**Metal 3**

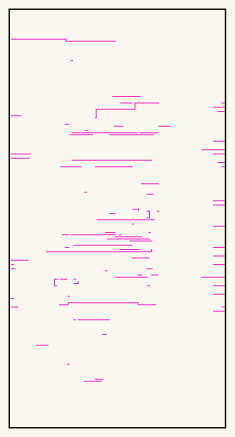
**Cell density map**

The die is cut into 7 by 13 equal tiles; white is low, dark blue is high, 0 to 100% covered.
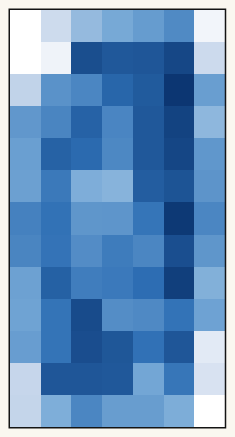
**Cell placement**

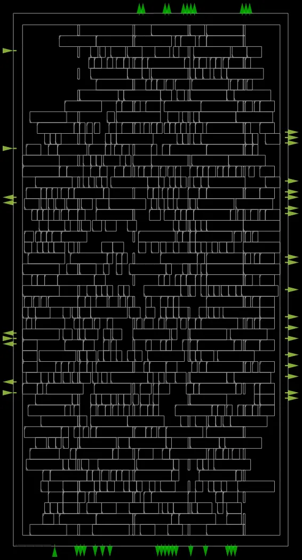
**Routed clock nets over the placement**

The bar under the picture is 20 um long.
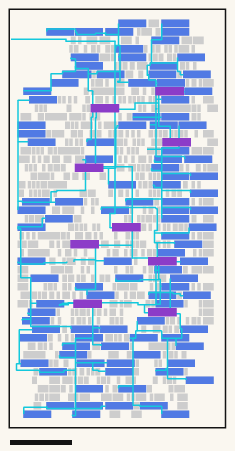
**Pin placement**

Pins as bars across the die edge, other pins in gray.
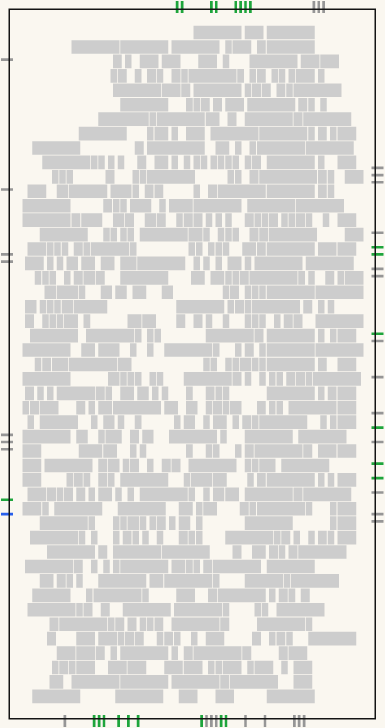
$ cat src/rtl/pwm_pkg.sv
// rtl/pwm_pkg.sv - shared types and constants for the PWM meter
package pwm_pkg;

    typedef enum logic [1:0] {
        IDLE = 2'd0,
        HIGH = 2'd1,
        LOW  = 2'd2
    } meter_state_t;

    localparam int SYNC_STAGES_DEFAULT = 2;
    localparam int CNT_W_DEFAULT       = 24;

    // All-ones value of a counter of the given width; the saturation and timeout point.
    function automatic logic [63:0] cnt_max(input int width);
        return (64'd1 << width) - 64'd1;
    endfunction

endpackage

$ cat src/rtl/pwm_meter_sync_edge.sv
// rtl/pwm_meter_sync_edge.sv - input synchroniser with rise/fall edge detection
module sync_edge #(
    parameter int STAGES = 2
) (
    input  logic clk,
    input  logic rst_n,
    input  logic din,
    output logic level,
    output logic rise,
    output logic fall
);

    logic [STAGES-1:0] sync_q;
    logic              level_d;

    // Shift the raw input through the synchroniser chain.
    always_ff @(posedge clk or negedge rst_n) begin
        if (!rst_n) begin
            sync_q <= '0;
        end else begin
            sync_q <= {sync_q[STAGES-2:0], din};
        end
    end

    // One-cycle delayed copy of the synchronised level for edge detection.
    always_ff @(posedge clk or negedge rst_n) begin
        if (!rst_n) begin
            level_d <= 1'b0;
        end else begin
            level_d <= sync_q[STAGES-1];
        end
    end

    assign level = sync_q[STAGES-1];
    assign rise  = level & ~level_d;
    assign fall  = ~level & level_d;

endmodule

$ cat src/rtl/pwm_meter.sv
// rtl/pwm_meter.sv - measures PWM high time and period with stuck detection
module pwm_meter
    import pwm_pkg::*;
#(
    parameter int CNT_W       = CNT_W_DEFAULT,
    parameter int SYNC_STAGES = SYNC_STAGES_DEFAULT
) (
    input  logic             clk,
    input  logic             rst_n,
    input  logic             pwm_in,
    input  logic             clear,
    output logic [CNT_W-1:0] res_high,
    output logic [CNT_W-1:0] res_period,
    output logic             res_valid,
    input  logic             res_ready,
    output logic             overrun,
    output logic             stuck,
    output logic             stuck_level
);

    localparam logic [CNT_W-1:0] CNT_MAX = CNT_W'(cnt_max(CNT_W));
    localparam logic [CNT_W-1:0] CNT_ONE = CNT_W'(1);

    logic             s;
    logic             rise;
    logic             fall;
    meter_state_t     state_q;
    meter_state_t     state_d;
    logic [CNT_W-1:0] cnt_q;
    logic [CNT_W-1:0] cnt_d;
    logic [CNT_W-1:0] high_cap_q;
    logic [CNT_W-1:0] high_cap_d;
    logic             qual_edge;
    logic             meas;
    logic             timeout;
    logic             restart;

    sync_edge #(
        .STAGES (SYNC_STAGES)
    ) u_sync_edge (
        .clk   (clk),
        .rst_n (rst_n),
        .din   (pwm_in),
        .level (s),
        .rise  (rise),
        .fall  (fall)
    );

    // State register.
    always_ff @(posedge clk or negedge rst_n) begin
        if (!rst_n) begin
            state_q <= IDLE;
        end else begin
            state_q <= state_d;
        end
    end

    // Next state, counter update, capture and measurement/timeout strobes.
    always_comb begin
        state_d    = state_q;
        cnt_d      = (cnt_q == CNT_MAX) ? cnt_q : cnt_q + CNT_ONE;
        high_cap_d = high_cap_q;
        qual_edge  = 1'b0;
        meas       = 1'b0;
        timeout    = 1'b0;
        restart    = 1'b0;

        if (rise) begin
            cnt_d = CNT_ONE;
        end

        unique case (state_q)
            IDLE: begin
                if (rise) begin
                    qual_edge = 1'b1;
                    restart   = 1'b1;
                    state_d   = HIGH;
                end
            end
            HIGH: begin
                if (fall) begin
                    qual_edge  = 1'b1;
                    high_cap_d = cnt_q;
                    state_d    = LOW;
                end
            end
            LOW: begin
                if (rise) begin
                    qual_edge = 1'b1;
                    meas      = 1'b1;
                    restart   = 1'b1;
                    state_d   = HIGH;
                end
            end
            default: state_d = IDLE;
        endcase

        // A saturated counter without the edge this state is waiting for means
        // the waveform has stopped; fall back to waiting for a fresh rise.
        if ((cnt_q == CNT_MAX) && !qual_edge) begin
            timeout = 1'b1;
            state_d = IDLE;
        end

        // Soft clear discards any edge seen in the same cycle.
        if (clear) begin
            state_d = IDLE;
            cnt_d   = '0;
            meas    = 1'b0;
            timeout = 1'b0;
            restart = 1'b0;
        end
    end

    // Cycle counter and captured high time.
    always_ff @(posedge clk or negedge rst_n) begin
        if (!rst_n) begin
            cnt_q      <= '0;
            high_cap_q <= '0;
        end else begin
            cnt_q      <= cnt_d;
            high_cap_q <= high_cap_d;
        end
    end

    // One-entry result buffer, overrun and stuck flags.
    always_ff @(posedge clk or negedge rst_n) begin
        if (!rst_n) begin
            res_high    <= '0;
            res_period  <= '0;
            res_valid   <= 1'b0;
            overrun     <= 1'b0;
            stuck       <= 1'b0;
            stuck_level <= 1'b0;
        end else if (clear) begin
            res_valid   <= 1'b0;
            overrun     <= 1'b0;
            stuck       <= 1'b0;
            stuck_level <= 1'b0;
        end else begin
            if (meas) begin
                if (!res_valid || res_ready) begin
                    res_high   <= high_cap_q;
                    res_period <= cnt_q;
                    res_valid  <= 1'b1;
                end else begin
                    overrun <= 1'b1;
                end
            end else if (res_valid && res_ready) begin
                res_valid <= 1'b0;
            end

            // Level is latched only when the flag first sets, so later edges
            // seen while idling do not overwrite the reported stuck level.
            if (restart) begin
                stuck <= 1'b0;
            end else if (timeout && !stuck) begin
                stuck       <= 1'b1;
                stuck_level <= s;
            end
        end
    end

endmodule

$ cat config.mk
export PLATFORM = sky130hd
export DESIGN_NAME = pwm_meter
export DESIGN_NICKNAME = d
export VERILOG_FILES = /design/src/rtl/pwm_pkg.sv /design/src/rtl/pwm_meter_sync_edge.sv /design/src/rtl/pwm_meter.sv
export SDC_FILE = /design/constraint.sdc
export NUM_CORES = 1
export LEC_CHECK = 0
export ABC_AREA = 1
export ABC_CLOCK_PERIOD_IN_PS = 1700
export CAP_MARGIN = 10
export CORE_ASPECT_RATIO = 2
export CORE_MARGIN = 2
export CORE_UTILIZATION = 55
export DETAILED_ROUTE_END_ITERATION = 7
export HOLD_SLACK_MARGIN = 0.12
export PLACE_DENSITY = 0.85
export SLEW_MARGIN = 40
export SYNTH_ARGS = -nofsm -noshare
export SYNTH_HDL_FRONTEND = slang
export SYNTH_SLANG_ARGS = --single-unit
export TNS_END_PERCENT = 10
$ cat constraint.sdc
create_clock -name clk -period 1.7 [get_ports clk]
set_input_delay 0.17 -clock clk [delete_from_list [all_inputs] [get_ports clk]]
set_output_delay 0.17 -clock clk [all_outputs]
set_load 0.01 [all_outputs]
==> reports/results.tsv <==
metric	value	unit
status	complete, no violations	
final.setup.tns	0	ns
place.gp.congestion	0.8561	
synthArstFlopShare	100.0	%
min_path_cells	1	
ys_types	29	
r2r_end	cnt_q[22]	
start_kind	register	
drv_slew	0	
antenna-diode-count	0	
cts.htree.levels	3	
ys_sh_aoi	11.30	%
synth_cells	536	
log.warning_count	27	
path_max_fanout	4	
leakage	2.562	nW
via_count	3890	
dp_cells	702	
p_int	3.883	mW
p_seq_share	50.9	%
period_needed	1.629	ns
ys_sh_simple	23.13	%
ioPinCount	57	
use_met1	32.35	%
first_pass_iters	5	
critPathSlowestCell	dfrtp_1	
synthTopLogicFamily	simple AND/OR/NAND/NOR gates	
largestClassByArea	registers	
buffer_area_share	14.74	%
wl_met2	6.097	mm
regArea	0.002629	mm2
clock_area_share	5.623	%
worst-path-stages	9	
hpwl	8.167	mm
critPathBufInv	2	
ys_sh_adder	0.2715	%
wl_met1	4.413	mm
power_leader	sequential cells	
finClkSkew	0.008860	ns
wire_per_inst	15.82	um
combPwrFrac	3.7	%
cp_slowest_stage_delay	0.38	ns
switchingPower	1.105	mW
whs_endpoint	u_sync_edge.sync_q[0]	
p_seq	2.54	mW
syn_avg_cell_area	8.597	um2
rsz0062_at_grt	yes	
grt_util_met3	5.574	%
r2r_slack	0.07	ns
drtIter0Drc	284	
post-place-ws	0.02659	ns
slew_headroom	68.42	%
tritoncts	yes	
drtAntennaViolNets	0	
ys_sh_mux	0	%
p_sw_share	22.15	%
syn2layout_area_growth	26.04	%
grt.busiest_layer	met2	
fin_crit_sh	95.81	%
design.seq.count	105	
grt_pass1_vias	3864	
area_leaders	dfrtp_1 57%, nand2_1 12%, o21ai_0 8.4%, inv_1 5.6%, nor2_1 3.7%	
drc	0	
overflow	0	
hold_viol	0	
n_all_buffers	87	
n_all_inverters	72	
critPathKind	reg2reg	
antenna_found_initial	0	
top_cell	nand2_1	
root_buffer	clkbuf_16	
clkPwrFrac	45.5	%
min_from	pwm_in	
grtUsageMet2	46.96	%
powerClk	2.27	mW
crit_path_end_kind	register	
synth-edff-count	0	
critPathRequiredTime	1.94	ns
worstPathArrival	1.87	ns
path_clk_slew	0.07	ns
tightest_slew	0.4737	ns
fin_nets	622	
holdCritPathClass	in2reg	
top_layer	met4	
yosysWarnings	0	
cts_inserted_buffers	9	
cts_buffer_depth	2	
logic_area	0.001604	mm2
xor_area_share	0	%
finalPower	4.988	mW
clock_latency	0.35	ns
synthesis.nets	542	
finalSetupViolCount	0	
nClkBuffers	9	
r2r_cells	9	
sh_comb_area	27.62	%
r2r-start	cnt_q[1]	
endpoint	cnt_q[22]	
max_freq	613.9	MHz
dr_wl_met3	484	um
yosysChipArea	0.004608	mm2
logic_gates	341	
powerDensity	858.8	mW/mm2
critPathTopFamily	simple AND/OR/NAND/NOR gates	
power_combinational	183	uW
startpoint	cnt_q[1]	
worst_slack	0.07117	ns
ys_top_cells_by_count	142 x nand2_1, 105 x dfrtp_1, 77 x o21ai_0, 69 x inv_1, 45 x nor2_1	
ir_worst_vdd	0.6906	mV
ff_type	dfrtp_1	
postPlaceCellArea	0.005468	mm2
grt_max_degree	60	
worstPathCellList	ha_1, nand3_1, nor2_2, nand2_1, nor3_1, buf_4, nand4_1, nand2_1, inv_1	
grt_util_all_layers	27.39	%
holdWs	0.2645	ns
die-area	0.009171	mm2
top_cell_area_share	57.02	%
drv_cap	0	
routed_wl	11.38	mm
crit_top_cell	nand2_1	
clock-sinks	105	
layout-drive-gt1-share	11.43	%
synth_flops	105	
synthesis.area	0.004608	mm2
postSynthSeqShare	57.02	%
grt_pass1_wl	18.53	mm
ys_cells	536	
via_per_inst	5.410	
fin_area	0.005808	mm2
top_area_cell	dfrtp_1	
About 'metal 3':
60 nets have wire on it. The layer carries 484 um of wire.

About 'cell density map':
3.3% of the tiles are nearly empty. The mean over all tiles is 62%. 31% of the tiles are over 75% full. The emptiest ninth of the die: top left. The fullest tile reaches 98%.
utilization after layout: 70.55%
Placeable Area: 0.008233 mm2
fp_density: 55.97%

About 'cell placement':
Finished Layout Cells: 719
Seq/total area: 45.26%
Well Taps: 98
layout filler cell count: 674
# rows: 47

About 'routed clock nets over the placement':
Key: blue = flip-flops [count 105]; purple = clock-net drivers [count 9]; cyan = clock wires [length 1,210 um]
Position of the flops: widely spread. There are 10 routed clock nets.

About 'pin placement':
Key: blue = clear [pins 1, direction input, edge left]; green = res_period [pins 24, direction output, edge 9 bottom, 8 top, 6 right, 1 left]
Port Buf Inserts: 56
Die X: 68.73 um
Die Span Y: 133.5 um

[layout by cell type (no fill, tap or decap), drive strengths merged]
cell type / synthesis / routed
inv: 72 / 74
a21boi: 1 / 1
buf: 9 / 31
clkdlybuf4s50: 0 / 55
clkinvlp: 0 / 2
nand4: 11 / 11
nand2: 149 / 149
clkbuf: 9 / 9
a31oi: 4 / 4
clkinv: 0 / 1
o211ai: 1 / 1
dlygate4sd3: 0 / 1
o21ai: 89 / 89
dfrtp: 105 / 105
nor2: 53 / 53
nor3: 3 / 3
ha: 1 / 1
bufinv: 0 / 2
o2111ai: 1 / 1
a21oi: 4 / 4
nand3: 22 / 22
nand3b: 2 / 2
[what timing repair did]
action	in CTS	in global routing
resized	0	2
hold endpoints to repair	33	0
endpoints found under the setup margin	0	11
setup buffers	0	0
hold buffers	1	0
Power figures rest on the tool's default switching activity, not on a simulated workload.
